==> config.mk <==
export PLATFORM = sky130hd
export DESIGN_NAME = serial_subtractor
export DESIGN_NICKNAME = d
export VERILOG_FILES = /design/src/rtl/serial_subtractor.sv
export SDC_FILE = /design/constraint.sdc
export NUM_CORES = 1
export LEC_CHECK = 0
export CELL_PAD_IN_SITES_DETAIL_PLACEMENT = 0
export CELL_PAD_IN_SITES_GLOBAL_PLACEMENT = 1
export CORE_ASPECT_RATIO = 0.5
export CORE_UTILIZATION = 40
export CTS_CLUSTER_SIZE = 10
export DETAILED_ROUTE_END_ITERATION = 6
export GPL_ROUTABILITY_DRIVEN = 1
export PLACE_DENSITY = 0.85
export SYNTH_ARGS = -nofsm -noshare
export SYNTH_HDL_FRONTEND = slang
export SYNTH_SLANG_ARGS = --single-unit
==> constraint.sdc <==
create_clock -name clk -period 2.7 [get_ports clk]
set_input_delay 0.54 -clock clk [delete_from_list [all_inputs] [get_ports clk]]
set_output_delay 0.54 -clock clk [all_outputs]
set_load 0.02 [all_outputs]
### Metal 1, run 1

The bar under the picture is 20 um long.
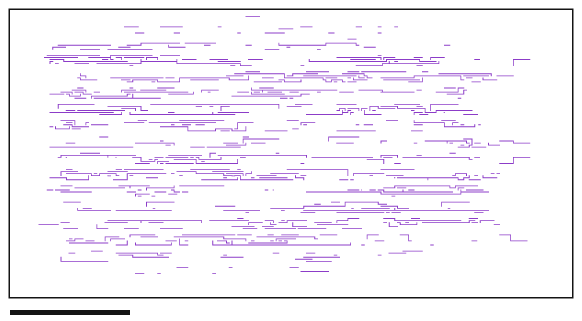
share of all routed wire: 49%
wire length on this layer: 1,720 um
longest straight run: 30.8 um
final routed wirelength across all metal layers: 3530 um
GR met1 Demand/Resource: 21.7%

### Signal wires on met2, run 1

The bar under the picture is 20 um long. Cells faint in the background.
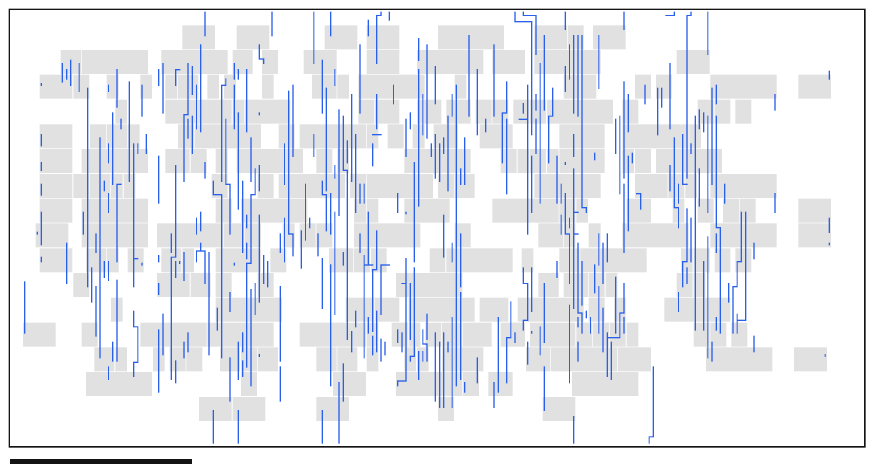
main direction: vertical
longest straight run: 33.0 um
wire length on this layer: 1,610 um
nets with wire on the layer: 188
global routing met2 resource utilization: 28.0%
number of vias after detailed routing: 1,472

### M3 wires, run 1

The bar under the picture is 20 um long. Cells faint in the background.
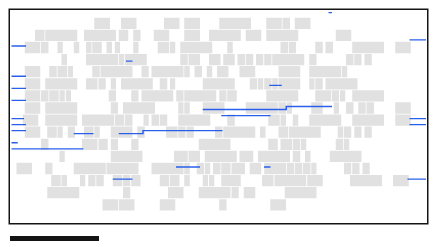
longest straight run: 18.6 um
nets with wire on the layer: 18
GRT met3 Usage: 4.60%

==> commit_impl_results.txt, run 1 <==
Add synthesis and place-and-route results

- Result of the run: completed
* Share of synthesized area spent on multiplexers: 0%
* Well-Tap Cells: 54
- Most common cell after layout, fill and taps aside: dfxtp_1
- Area of all sequential standard cells: 841 um^2
- P_clk: 415 uW
- Signal nets in the final route climb as high as met4.
- Arrival time worst endpoint: 1510 ps
* Global route overflow: 0
- Cell with the largest stage delay on the worst path: clkdlybuf4s50_1
* Startpoint Class: register
- Per the detailed placement report, the placed cell area equals 2000 um^2.
- After layout, the worst setup slack is 652 ps.
- Most used cells in the layout excluding fill and tap cells: dfxtp_1, nand2_1, clkdlybuf4s50_1
- Routed wl met2: 1610 um
- Worst Setup End Kind: primary output
- The worst setup path is of the register to primary output kind.
- Of the post-synthesis cell area, the dominant cell type holds 50.0%.
- Number of synthesized flops with an enable pin: 0
- The clock tree synthesis step divided the H-tree into 2 levels.
- STA on the placed design reports a worst setup slack of 587 ps.
- At the end of routability-driven placement, the weighted congestion stood at 0.705.
- In the post-synthesis netlist, the cell with the most instances is dfxtp_1.
* Plain + repair buffers: 36
- The initial antenna violation count was 0.
* Proportion of cell area occupied by multi-input gates: 34.7%
* Port-buffer cells: 31
- For this block, the initial DRC count from the detailed router was 41.
- Switching power: 311 uW
- For the finished layout, the period the worst path requires is 2050 ps.
* Routed length on met1: 1720 um
- Clk sink count: 42
- Per the OpenROAD floorplan log, the width of the die is 93.7 um.
- Clock latency on the worst-skew pair, taken at its later pin, is 290 ps.
* Worst Hold Depth: 2
* Count of non-CTS inverters in the layout: 4
- Number of gates on the worst path with buffers counted: 3
- STA puts the critical path data required time at 2160 ps.
* Primary flip-flop cell chosen by synthesis mapping: dfxtp_1
- Post-synthesis instance area: 1680 um^2
- For reference, the post-synthesis area per instance comes to 8.29 um^2.
- Setup repair after global routing left no endpoint under its margin.
* Xor+xnor area frac: 1.04%
- The cell-mix breakdown from Yosys lists the simple-gate area share as 20.1%.
- Inst Count DP: 276
* Pin count of the biggest net entering global routing: 37
- Summed over all instances, the cell type with the most area after synthesis is dfxtp_1.
- Global route summary, busiest routing layer listed as met2.
- Share of layout cells above drive strength 1: 5.65%
- The chip occupies 4490 um^2.
- Summing the sequential cell areas from Yosys gives 50.0% of the chip area.
* Reg clk slew, reported paths: 80 ps
- The count of cells in the finished layout, fillers not included, comes to 284.
- Flops: 42
- Die Y-Extent: 47.9 um
* CTS tree: yes
- Per the area breakdown, the dominant cell category is sequential cells.
- FP Util: 42.5%
* Vias in the first global route: 1,252
- Looking at the group totals, the largest power group turns out to be sequential cells.
* Count of cells resized by post-cts repair: 0
- After synthesis, the share of flip-flops with an asynchronous set or reset is 0%.
* Internal Power: 922 uW
- 32 I/O pins were placed.
* Flop pwr share: 54.0%
- Post-synthesis share of cell area spent on and-or and or-and gates: 20.1%
- Measured slew at the worst slew-check pin: 908 ps
* Synthesized netlist cell count: 203
* Layout clock buffer count: 7
* Global-route wire length before repair: 5710 um
- Area added between synthesis and finish: 24.3%
- For this run, the top clock speed supported by timing is 488 MHz.
- Number of hold violations in the final report: 0
- Using the TritonRoute via totals, the vias-per-cell ratio works out to 5.18.
- Count of antenna-violating nets left after detailed routing: 0
- TritonCTS buffer count: 5
- In this run, the synthesized area fraction spent on adder and majority cells is recorded as 1.93%.
- Net count after synthesis: 225
* Longest Clk Path Bufs: 2
- For this run, the script counts the antenna cells in the layout as 0.
- CP peak stage delay: 600 ps
* Maximum capacitance violations: 0
- Summed over all nets, the half-perimeter wirelength after detailed placement is 2220 um.
- Share of the final layout cell area in sequential cells: 40.2%
* Reg-to-reg slack, setup: 1070 ps
- According to the floorplan log, the row count is 16.
- Post-route DRC: 0
* Power per unit of standard cell area: 589 nW/um^2
* Clock network power share: 33.7%
- The design draws 1230 uW.
- Clock tree buffers and inverters occupy 4.37% of the routed design's cell area.
- Top non-seq family: simple AND/OR/NAND/NOR gates
* Final period util: 75.9%
* Leading cell types by total area after synthesis: dfxtp_1, nand2_1, a21oi_1, o21ai_0, nand3_1
- According to the floorplan report, the placeable core area is 3960 um^2.
- Multi-input combinational cell count: 140
* Post-synth top cells: dfxtp_1, nand2_1, a21oi_1
* Setup TNS: 0 ps
- Worst hold-check path type: register to register
* Worst IR Drop VDD: 0.264 mV
- Setup repair bufs after CTS: 0
- After routing the design area is 2090 um^2.
* Cell count of the worst reg-to-reg path: 3
* Power dissipated in sequential cells: 666 uW
* Leakage dissipation: 0.000715 uW
* Sum of met3 wire segment lengths after detailed routing: 134 um
* Proportion of total power due to net switching: 25.2%
* Quantity of hold-fixing buffers added after cts: 0
- Yosys warnings: 0
* Number of endpoints failing setup at the final stage: 0
- Count of cell types in the netlist: 29
- The report lists the cells along the critical path as nand2b_1 -> inv_4 -> clkdlybuf4s50_1.
- Per the Yosys statistics, synthesis produced 203 cells.
- Number of optimization iterations in the first detailed-route pass: 4
### Congestion heat map, run 1

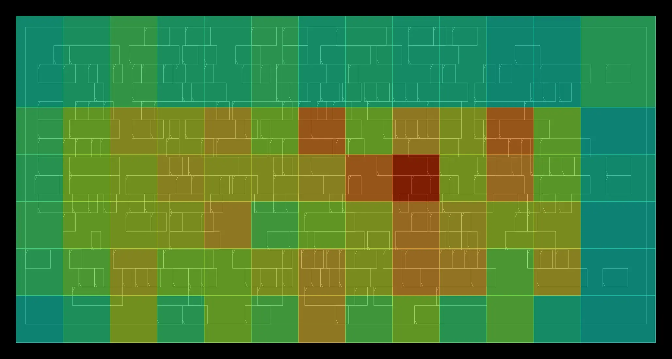

==> run 2: changes to the inputs <==
Settings changed: CORE_UTILIZATION 40 to 37, PLACE_DENSITY 0.85 to 0.8.
Clock period 2.7 ns to 2 ns, I/O delays scaled along.
### Congestion heat map, run 2

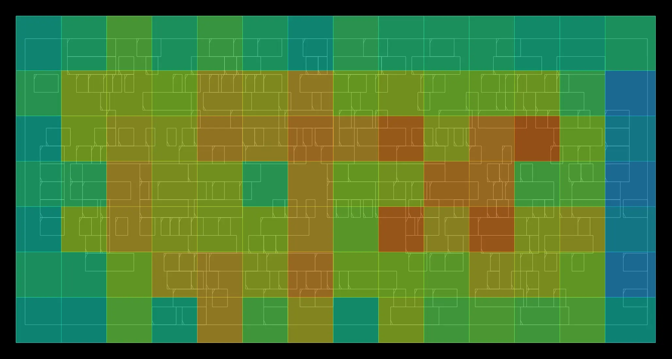
GR met1 Demand/Resource: 20.1%
DR WL/cell: 12.7 um
global routing met2 resource utilization: 26.8%

==> run 2 against run 1 <==
  * Combinational power increased by 37%
  * Via count down 0.48%
  * Critical path depth did not move
  * Register-to-register slack got worse by 600 ps
  * Synthesized cell count unchanged
  * Hold slack about the same
==> commit_impl_results.txt, run 2 <==
Add synthesis and place-and-route results

- The clock passes through at most 2 buffers.
- Finished Cell Area: 2110 um^2
* Quantity of hold-fixing buffers added after cts: 0
- Data required time at the worst endpoint: 1600 ps
* Worst Setup End Kind: primary output
- Synth top area share: 50.0%
* Routed length on met1: 1790 um
* Share of synthesized area spent on multiplexers: 0%
* Measured slew at the worst slew-check pin: 911 ps
- After clock tree synthesis, the repair step resized 0 gates.
* Internal Power: 1340 uW
- The final layout reports a setup TNS of 0 ps.
- Cell count of the worst reg-to-reg path: 5
- Core footprint: 4120 um^2
- Xor+xnor area frac: 1.04%
* Grt peak-use layer: met2
- Multi-input combinational cell count: 140
- The flow inserted 54 tap cells.
* Final period util: 93.9%
- In this run the vertical extent of the chip is 49.7 um.
- Share of layout cells above drive strength 1: 5.22%
- Leakage dissipation: 0.000719 uW
- Sum of met3 wire segment lengths after detailed routing: 149 um
* Initial antenna violation count: 0
- The synthesized design contains 0 enable-type register cells.
* Share of the final layout cell area in sequential cells: 39.9%
- When the netlist entered floorplanning its net count stood at 225.
- Number of optimization iterations in the first detailed-route pass: 4
* Result of the run: completed
- The number of global-route vias before repair is 1,373.
- Global routing finished with a remaining overflow of 0.
* Boundary pin count: 32
- The final layout report lists a non-clock inverter count of 4.
- For this run, the chip area from Yosys synthesis comes to 1680 um^2.
- The floorplan step defined a die boundary enclosing 4840 um^2.
* Unrepaired setup endpoints after global routing: false
- Area added between synthesis and finish: 25.2%
- Average footprint of a synthesized cell: 8.29 um^2
* Count of antenna-violating nets left after detailed routing: 0
- Clk tree area frac: 5.05%
- Primary flip-flop cell chosen by synthesis mapping: dfxtp_1
- The cell-mix breakdown from Yosys lists the simple-gate area share as 20.1%.
* Worst Setup Slack, final: 122 ps
* Proportion of final cell area spent on non-clock buffers: 16.5%
- Std-Cell Rows: 16
- By startpoint and endpoint, the worst setup path is classified as register to primary output.
* Proportion of total power due to net switching: 24.0%
* Post-DP HPWL: 2260 um
- Port-buffer cells: 31
- The power report attributes to the sequential group a share of 50.9%.
- Number of gates on the worst path with buffers counted: 3
- Worst slack after detailed placement: 203 ps
* Proportion of cell area occupied by multi-input gates: 34.5%
- Number of endpoints failing setup at the final stage: 0
- Number of vias per cell after detailed routing: 5.16
* Final cell count without fillers: 284
- Of the total power, the clock network draws 37.3%.
- The number of clock buffers added by TritonCTS is 5.
* Highest routed layer: met4
- Looking at the clock tree report, the H-tree level count equals 2.
- Startpoint Class: register
* Most common cell after layout, fill and taps aside: dfxtp_1
- Cell with the largest stage delay on the worst path: clkdlybuf4s50_1
* Layout clock buffer count: 7
- CTS tree: yes
- In the final layout, excluding clock buffers the buffer count is 36.
* Final GP Congestion: 0.704
- In the routed design, unresolved DRC markers number 0.
- In the synthesized netlist, the number of instances is 203.
* # Cells Yosys: 203
* Post-synthesis instance area: 1680 um^2
- The detailed router finished its first iteration with 40 violations.
- Along the worst hold path, the cell count comes to 2.
- GRT met3 Usage: 4.68%
- Cells traversed along the worst timing path: nand2b_1 -> inv_4 -> clkdlybuf4s50_1
- Pin count of the biggest net entering global routing: 37
- Setup repair bufs after CTS: 0
- The warning tally printed by Yosys for this design is 0.
* Arrival time worst endpoint: 1480 ps
* Top non-seq family: simple AND/OR/NAND/NOR gates
* Inst Count DP: 276
* CP peak stage delay: 590 ps
- The share of the Yosys chip area taken by registers is 50.0%.
* Synth Area in Adders: 1.93%
- The largest cell class by area is sequential cells.
* Post-synth top cells: dfxtp_1, nand2_1, a21oi_1
* Power dissipated in sequential cells: 898 uW
- Post-DP Area: 2000 um^2
* Reg clk slew, reported paths: 80 ps
- Post-synthesis share of cell area spent on and-or and or-and gates: 20.1%
* Power per unit of standard cell area: 838 nW/um^2
- In the finished design the tool counted flip-flops and latches totalling 42.
- After synthesis, the cell types taking the most area are dfxtp_1, nand2_1, a21oi_1, o21ai_0, nand3_1.
- Overall power: 1760 uW
- Clock network power for this build is 658 uW.
* Number of hold violations in the final report: 0
- Clk sink count: 42
- Per the skew report, the later register of the worst-skew pair sees a clock latency of 300 ps.
* Routed wl met2: 1640 um
- Timing would allow up to 532 MHz.
* Area of all sequential standard cells: 841 um^2
- FP Util: 40.8%
- Chip width: 97.4 um
* Async set or reset register ratio after synthesis: 0%
- The script extracted a net switching power of 424 uW.
### Metal 1, run 2

The bar under the picture is 20 um long.
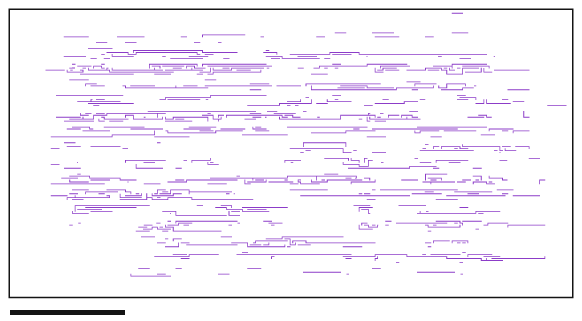
longest straight run: 22.1 um
main direction: horizontal
final routed wirelength across all metal layers: 3600 um
number of vias after detailed routing: 1,465

No activity file was given, so power comes from the tool's default toggle rates.
